`src/rtl/xbar_arb_pkg.sv`:
```
// xbar_arb_pkg: shared arbitration FSM states, sizing limits and the rotate-to-tail helper
package xbar_arb_pkg;
  localparam int MAX_CAND = 32;
  localparam int IDX_MAX = 5;
  typedef enum logic {UNLOCKED, LOCKED} arb_state_t;
  typedef logic [MAX_CAND-1:0][IDX_MAX-1:0] prio_vec_t;
  function automatic prio_vec_t rotate_to_tail(prio_vec_t a, int pos, int n = MAX_CAND);
    prio_vec_t r;
    logic [IDX_MAX-1:0] moved;
    r = a;
    moved = a[0];
    for (int i = 0; i < MAX_CAND; i++) if (i == pos) moved = a[i];
    for (int i = 0; i < MAX_CAND - 1; i++) if (i >= pos && i < n - 1) r[i] = a[i+1];
    for (int i = 0; i < MAX_CAND; i++) if (i == n - 1) r[i] = moved;
    return r;
  endfunction
endpackage

```
`src/rtl/grant_priority_tracker.sv`:
```
// grant_priority_tracker: LRG priority order with multi-beat lock; ports clk, rst, grant_valid/number/last in, priority_array, locked, lock_owner, grant_err out
module grant_priority_tracker
  import xbar_arb_pkg::*;
#(
  parameter int candidate = 2,
  localparam int IDX_W = $clog2(candidate)
) (
  input  logic             clk,
  input  logic             rst,
  input  logic             grant_valid,
  input  logic [IDX_W:0]   grant_number,
  input  logic             grant_last,
  output logic [IDX_W-1:0] priority_array [0:candidate-1],
  output logic             locked,
  output logic [IDX_W-1:0] lock_owner,
  output logic             grant_err
);
  arb_state_t state;
  logic [IDX_W-1:0] g;
  logic in_range, taken, bad;
  logic [IDX_W-1:0] pos;
  prio_vec_t cur, rot;
  logic unused_rot;
  assign g = grant_number[IDX_W-1:0];
  assign in_range = {1'b0, g} < (IDX_W+1)'(candidate);
  assign taken = grant_valid && !grant_number[IDX_W] && in_range;
  assign bad = grant_valid && !grant_number[IDX_W] && !in_range;
  always_comb begin
    pos = '0;
    cur = '0;
    for (int i = 0; i < candidate; i++) begin
      cur[i] = IDX_MAX'(priority_array[i]);
      pos = (priority_array[i] == g) ? IDX_W'(i) : pos;
    end
  end
  assign rot = rotate_to_tail(cur, int'(pos), candidate);
  assign unused_rot = ^rot;
  always_ff @(posedge clk) begin
    if (rst) begin
      state <= UNLOCKED;
      locked <= 1'b0;
      lock_owner <= '0;
      grant_err <= 1'b0;
      for (int i = 0; i < candidate; i++) priority_array[i] <= IDX_W'(i);
    end else begin
      if (bad) grant_err <= 1'b1;
      if (taken) begin
        if (state == UNLOCKED) begin
          for (int i = 0; i < candidate; i++) priority_array[i] <= rot[i][IDX_W-1:0];
          if (!grant_last) begin
            state <= LOCKED;
            locked <= 1'b1;
            lock_owner <= g;
          end
        end else if (g != lock_owner) begin
          grant_err <= 1'b1;
        end else if (grant_last) begin
          state <= UNLOCKED;
          locked <= 1'b0;
        end
      end
    end
  end
endmodule

```
`config.mk`:
```
export PLATFORM = sky130hd
export DESIGN_NAME = grant_priority_tracker
export DESIGN_NICKNAME = d
export VERILOG_FILES = /design/src/rtl/xbar_arb_pkg.sv /design/src/rtl/grant_priority_tracker.sv
export SDC_FILE = /design/constraint.sdc
export NUM_CORES = 1
export LEC_CHECK = 0
export CORE_AREA = 2 2 39 41
export DETAILED_ROUTE_END_ITERATION = 8
export DIE_AREA = 0 0 41 43
export PLACE_DENSITY_LB_ADDON = 0.1
export REMOVE_ABC_BUFFERS = 1
export SYNTH_ARGS = -nofsm -noshare
export SYNTH_HDL_FRONTEND = slang
export SYNTH_SLANG_ARGS = --single-unit
export TNS_END_PERCENT = 1
```
`constraint.sdc`:
```
create_clock -name clk -period 1 [get_ports clk]
set_input_delay 0.2 -clock clk [delete_from_list [all_inputs] [get_ports clk]]
set_output_delay 0.2 -clock clk [all_outputs]
set_load 0.05 [all_outputs]
```
==> results.py, run 1 <==
# Metrics from the implementation run
metrics = {
    "critical_path": {
        "reg2regPathDepth": 3,
        "critical_path.top_delay_family": "simple AND/OR/NAND/NOR gates",
        "worst_setup_path_end_kind": "flop",
        "critical_path.startpoint": "state$_SDFFE_PP0P_",
        "timing.critical_path.slowest_cell_delay_ns": 0.40,
        "critical_path.startpoint_type": "flop",
    },
    "final_timing": {
        "finalWorstSetupSlack_ns": -0.0420,
        "worst_slew_pin_slew_ns": 0.206,
        "final-setup-viol-count": 5,
        "timing_max_transition_violations_final": 0,
        "max-slew-margin-rel_pct": 86.1,
    },
    "global_routing": {
        "number_of_antenna_violations_at_the_first_check_in_global_routing": 0,
        "first_global_vias": 316,
    },
    "synthesis": {
        "edf_count": 0,
        "synth.yosys.num_cells": 30,
        "synth.avg_cell_area_um2": 8.80,
        "synth_cell_type_count": 16,
        "synth-compound-area-share_pct": 31.8,
        "area_leaders": "sky130_fd_sc_hd__dfxtp_1, sky130_fd_sc_hd__o21ai_0, sky130_fd_sc_hd__a21oi_1",
    },
    "cells_and_area": {
        "mi_logic_area_um2": 159,
        "nFlopsAndLatches": 6,
        "fraction_of_area_in_multi_input_gates_pct": 29.0,
        "final-clk-cell-share_pct": 4.11,
        "finalInstanceArea_um2": 548,
        "number_of_ordinary_inverters_in_the_final_layout": 3,
        "area.growth.synth_to_final_pct": 108,
        "layout.comb_gates.multi_input": 21,
    },
    "power_and_ir_drop": {
        "totalPowerFinal_w": 0.000713,
        "seq_cell_power_w": 0.000282,
        "largest_vdd_supply_drop_mv": 0.526,
    },
    "min_path": {
        "hold_path_class": "primary input to flop",
    },
    "placed_design": {
        "detailedPlace.worstSlack_ns": -0.527,
        "placed_area_um2": 487,
        "globalplace.congestion": 0.700,
    },
    "route": {
        "drt_iter0_drc": 6,
    },
    "floorplan": {
        "i_o_pins": 11,
        "initial_core_util_pct": 19.1,
    },
    "outcome": {
        "violations": "negative setup slack",
        "status": "finished with violations",
    },
    "clocking": {
        "cts.hold.buffers_added": 0,
    },
}
==> run 1: stage by stage <==
stage / cells / util [%]
2_1_floorplan: 30 / -
3_3_place_gp: 63 / 35.2
3_5_place_dp: 63 / 35.2
4_1_cts: 66 / 37.8
5_1_grt: 66 / 39.6
6_report: 66 / 39.6
==> run 1: worst min path at each step <==
stage | slack [ns] | end
3_3_place_gp | 0.52 | locked$_SDFFE_PP0P_
4_1_cts | 0.44 | state$_SDFFE_PP0P_
5_1_grt | 0.51 | grant_err$_SDFFE_PP0P_
3_5_place_dp | 0.53 | locked$_SDFFE_PP0P_
2_1_floorplan | 0.27 | lock_owner$_SDFFE_PP0P_
6_report | 0.46 | state$_SDFFE_PP0P_
==> run 1: sequential cells by signal (all words and copies together) (netlist names) <==
name            count
locked              1
lock_owner          1
priority_array      2
state               1
grant_err           1
==> run 1: placed cells by master (no fill, tap or decap), types with 2 or more instances in the layout <==
cell type | Yosys | final
sky130_fd_sc_hd__buf_4 | 0 | 6
sky130_fd_sc_hd__dfxtp_2 | 0 | 4
sky130_fd_sc_hd__dlygate4sd2_1 | 0 | 3
sky130_fd_sc_hd__buf_12 | 0 | 5
sky130_fd_sc_hd__nor2_1 | 2 | 2
sky130_fd_sc_hd__clkbuf_4 | 0 | 3
sky130_fd_sc_hd__nand3_1 | 2 | 2
sky130_fd_sc_hd__inv_1 | 3 | 2
sky130_fd_sc_hd__a21oi_1 | 3 | 3
sky130_fd_sc_hd__dfxtp_4 | 0 | 2
sky130_fd_sc_hd__o21ai_2 | 0 | 3
sky130_fd_sc_hd__clkdlybuf4s50_1 | 0 | 2
==> run 1: layer usage <==
layer	GRT usage, %	routed length, um	vias up
met4	12.0	4	0
met1	14.0	320	132
met5	0	0	-
li1	-	-	153
met3	3.14	39	2
met2	16.6	431	7
==> run_1/cell_density.png <==
8 x 9 tiles, from dark blue (low) to red (high), 0 to 100% covered.
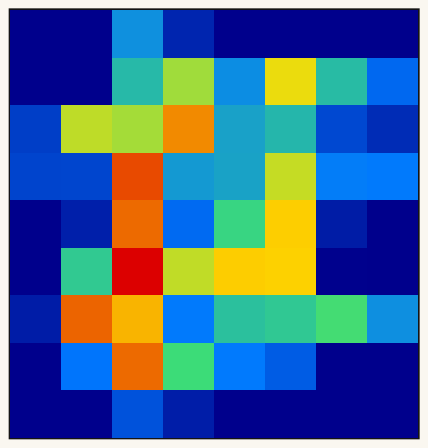
14% of the tiles are over 75% full. The fullest tile reaches 100%. The emptiest ninth of the die: bottom right. The densest ninth of the die: middle. The mean over all tiles is 30%.

==> run_1/congestion.png <==
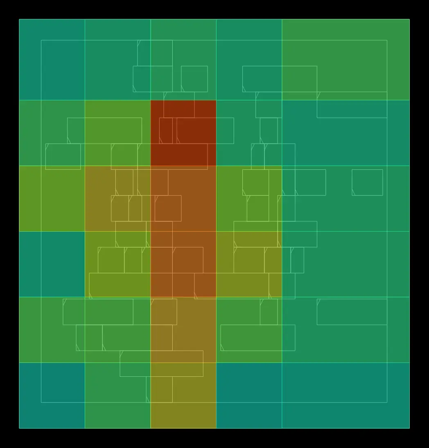
global routing usage on met3: 3.14%
Global Route Usage Sum: 12.1%
Most Crowded Layer GR: met2
GR met2 Demand/Resource: 16.6%

==> run_1/wires.png <==
The bar under the picture is 10 um long.
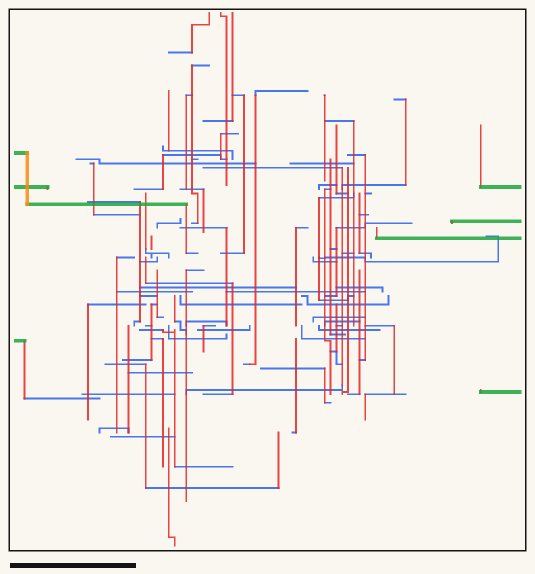
Blue stands for metal 1, wire length 321 um. Green stands for metal 3, wire length 39.8 um. Orange stands for metal 4, wire length 4.10 um. Red stands for metal 2, wire length 432 um.
Final Routed Wirelength: 796 um
Routed WL per cell: 12.1 um
number of vias in the routed layout: 294

==> run_1/clk_routes.png <==
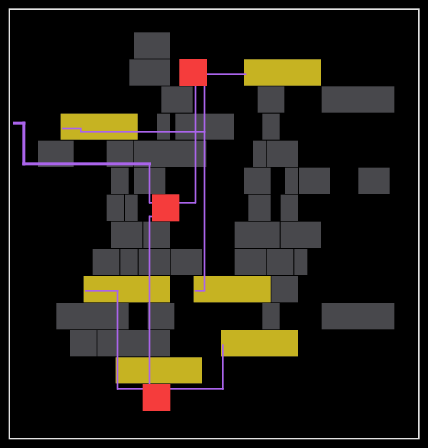
Purple stands for clock wires, length 127 um. Red stands for clock drivers, count 3. Yellow stands for flip-flops, count 6.
There are 4 routed clock nets.
share of total power in the clock network: 32.3%
Clock Skew: 0.00307 ns
P_clk: 0.000230 W
clk_lat worst skew: 0.25 ns

## Run 2: what changed since run 1
--- a/config.mk
+++ b/config.mk
@@ -8,7 +8,6 @@
 export CORE_AREA = 2 2 39 41
 export DETAILED_ROUTE_END_ITERATION = 8
 export DIE_AREA = 0 0 41 43
-export PLACE_DENSITY_LB_ADDON = 0.1
 export REMOVE_ABC_BUFFERS = 1
 export SYNTH_ARGS = -nofsm -noshare
 export SYNTH_HDL_FRONTEND = slang
==> run_2/wires.png <==
The bar under the picture is 10 um long.
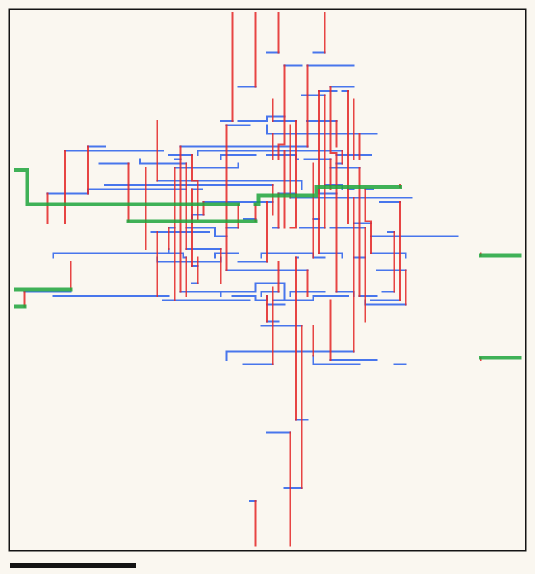
Red stands for metal 2, wire length 352 um. Green stands for metal 3, wire length 54.7 um. Blue stands for metal 1, wire length 314 um.
Final Routed Wirelength: 720 um
number of vias in the routed layout: 298
Global Route Usage Sum: 11.4%
Routed WL per cell: 10.7 um

==> results.py, run 2 <==
# Metrics from the implementation run
metrics = {
    "outcome": {
        "status": "finished with violations",
        "violations": "negative setup slack",
    },
    "cells_and_area": {
        "finalInstanceArea_um2": 557,
        "max_flop_register": "priority_array",
        "largest_register_ff_count": 2,
        "most_frequent_cells_in_the_layout": "sky130_fd_sc_hd__buf_4, sky130_fd_sc_hd__dfxtp_2, sky130_fd_sc_hd__buf_12",
        "final_layout_top_logic_cell": "sky130_fd_sc_hd__buf_4",
    },
    "synthesis": {
        "synth.avg_cell_area_um2": 8.80,
        "area_leaders": "sky130_fd_sc_hd__dfxtp_1, sky130_fd_sc_hd__o21ai_0, sky130_fd_sc_hd__a21oi_1",
        "synth_cell_type_count": 16,
        "synth.yosys.num_cells": 30,
        "edf_count": 0,
    },
    "final_timing": {
        "finalWorstSetupSlack_ns": -0.0687,
        "final-setup-viol-count": 5,
        "max-slew-margin-rel_pct": 84.3,
        "timing_max_transition_violations_final": 0,
        "worst_slew_pin_slew_ns": 0.235,
    },
    "min_path": {
        "min_to": "state$_SDFFE_PP0P_",
        "hold_path_class": "primary input to flop",
    },
    "critical_path": {
        "timing.critical_path.slowest_cell_delay_ns": 0.42,
        "critical_path.startpoint_type": "flop",
        "worst_setup_path_end_kind": "flop",
        "critical_path.startpoint": "state$_SDFFE_PP0P_",
    },
    "global_routing": {
        "first_global_vias": 306,
        "number_of_antenna_violations_at_the_first_check_in_global_routing": 0,
    },
    "placed_design": {
        "globalplace.congestion": 0.697,
    },
    "floorplan": {
        "initial_core_util_pct": 19.1,
        "i_o_pins": 11,
    },
    "route": {
        "drt_iter0_drc": 2,
        "via_per_inst": 4.45,
    },
    "power_and_ir_drop": {
        "totalPowerFinal_w": 0.000714,
        "largest_vdd_supply_drop_mv": 0.917,
    },
    "clocking": {
        "clk-insertion-delay-late_ns": 0.25,
    },
}
-- run 2: cell types whose count changed in the layout (fill, tap and decap cells not counted), sizes merged --
cell	previous run	this run
buf	12	13
-- run 2: cell type report --
type / instances / area, um2
inverter: 3 / 11.3
clock buffer: 3 / 22.5
fill: 133 / 827
sequential: 6 / 130
tap: 16 / 20.0
multi-input combinational: 21 / 163
timing repair buffer: 18 / 210
-- run 2: layer usage --
layer | vias up | GRT usage, % | wire length (um)
li1 | 154 | - | -
met1 | 135 | 14.2 | 313
met2 | 9 | 15.0 | 351
met3 | 0 | 7.85 | 54
met4 | 0 | 4.00 | 0
met5 | - | 0 | 0
-- run 2: logic make-up (layout without fill, tap and decap cells) --
kind of cell    count (synthesis)  after routing  synth area share [%]
buf+inv                         3             24                  4.27
xor+xnor                        1              1                  3.32
flops                           6              6                  45.5
simple gates                    7              7                  15.2
compound gates                 13             13                  31.8
-- run 2: through the flow --
stage | TNS (ns) | setup WS [ns] | instances | hold slack (ns)
after floorplan | -0.721 | -0.282 | 30 | 0.269
after global placement | -2.29 | -0.453 | 64 | 0.510
after detailed placement | -2.35 | -0.454 | 64 | 0.521
after CTS | -0.170 | -0.0559 | 67 | 0.458
after global routing | -0.545 | -0.101 | 67 | 0.517
final | -0.220 | -0.0687 | 67 | 0.465
-- run 2: critical path, delay by kind of cell (launching register included) --
kind	cells	cell delay [ns]
DFF	1	0.32
AOI/OAI and AO/OA	2	0.21
and+or+nand+nor	1	0.42
-- run 2: where the power goes --
group / leakage [nW] / total, W / switching (W) / internal (W)
Combinational: 0.163 / 0.000201 / 0.0000942 / 0.000106
Sequential: 0.0512 / 0.000281 / 0.0000234 / 0.000258
Clock: 0.0138 / 0.000233 / 0.0000965 / 0.000136
Total: 0.228 / 0.000714 / 0.000214 / 0.000500
Power figures rest on the tool's default switching activity, not on a simulated workload.
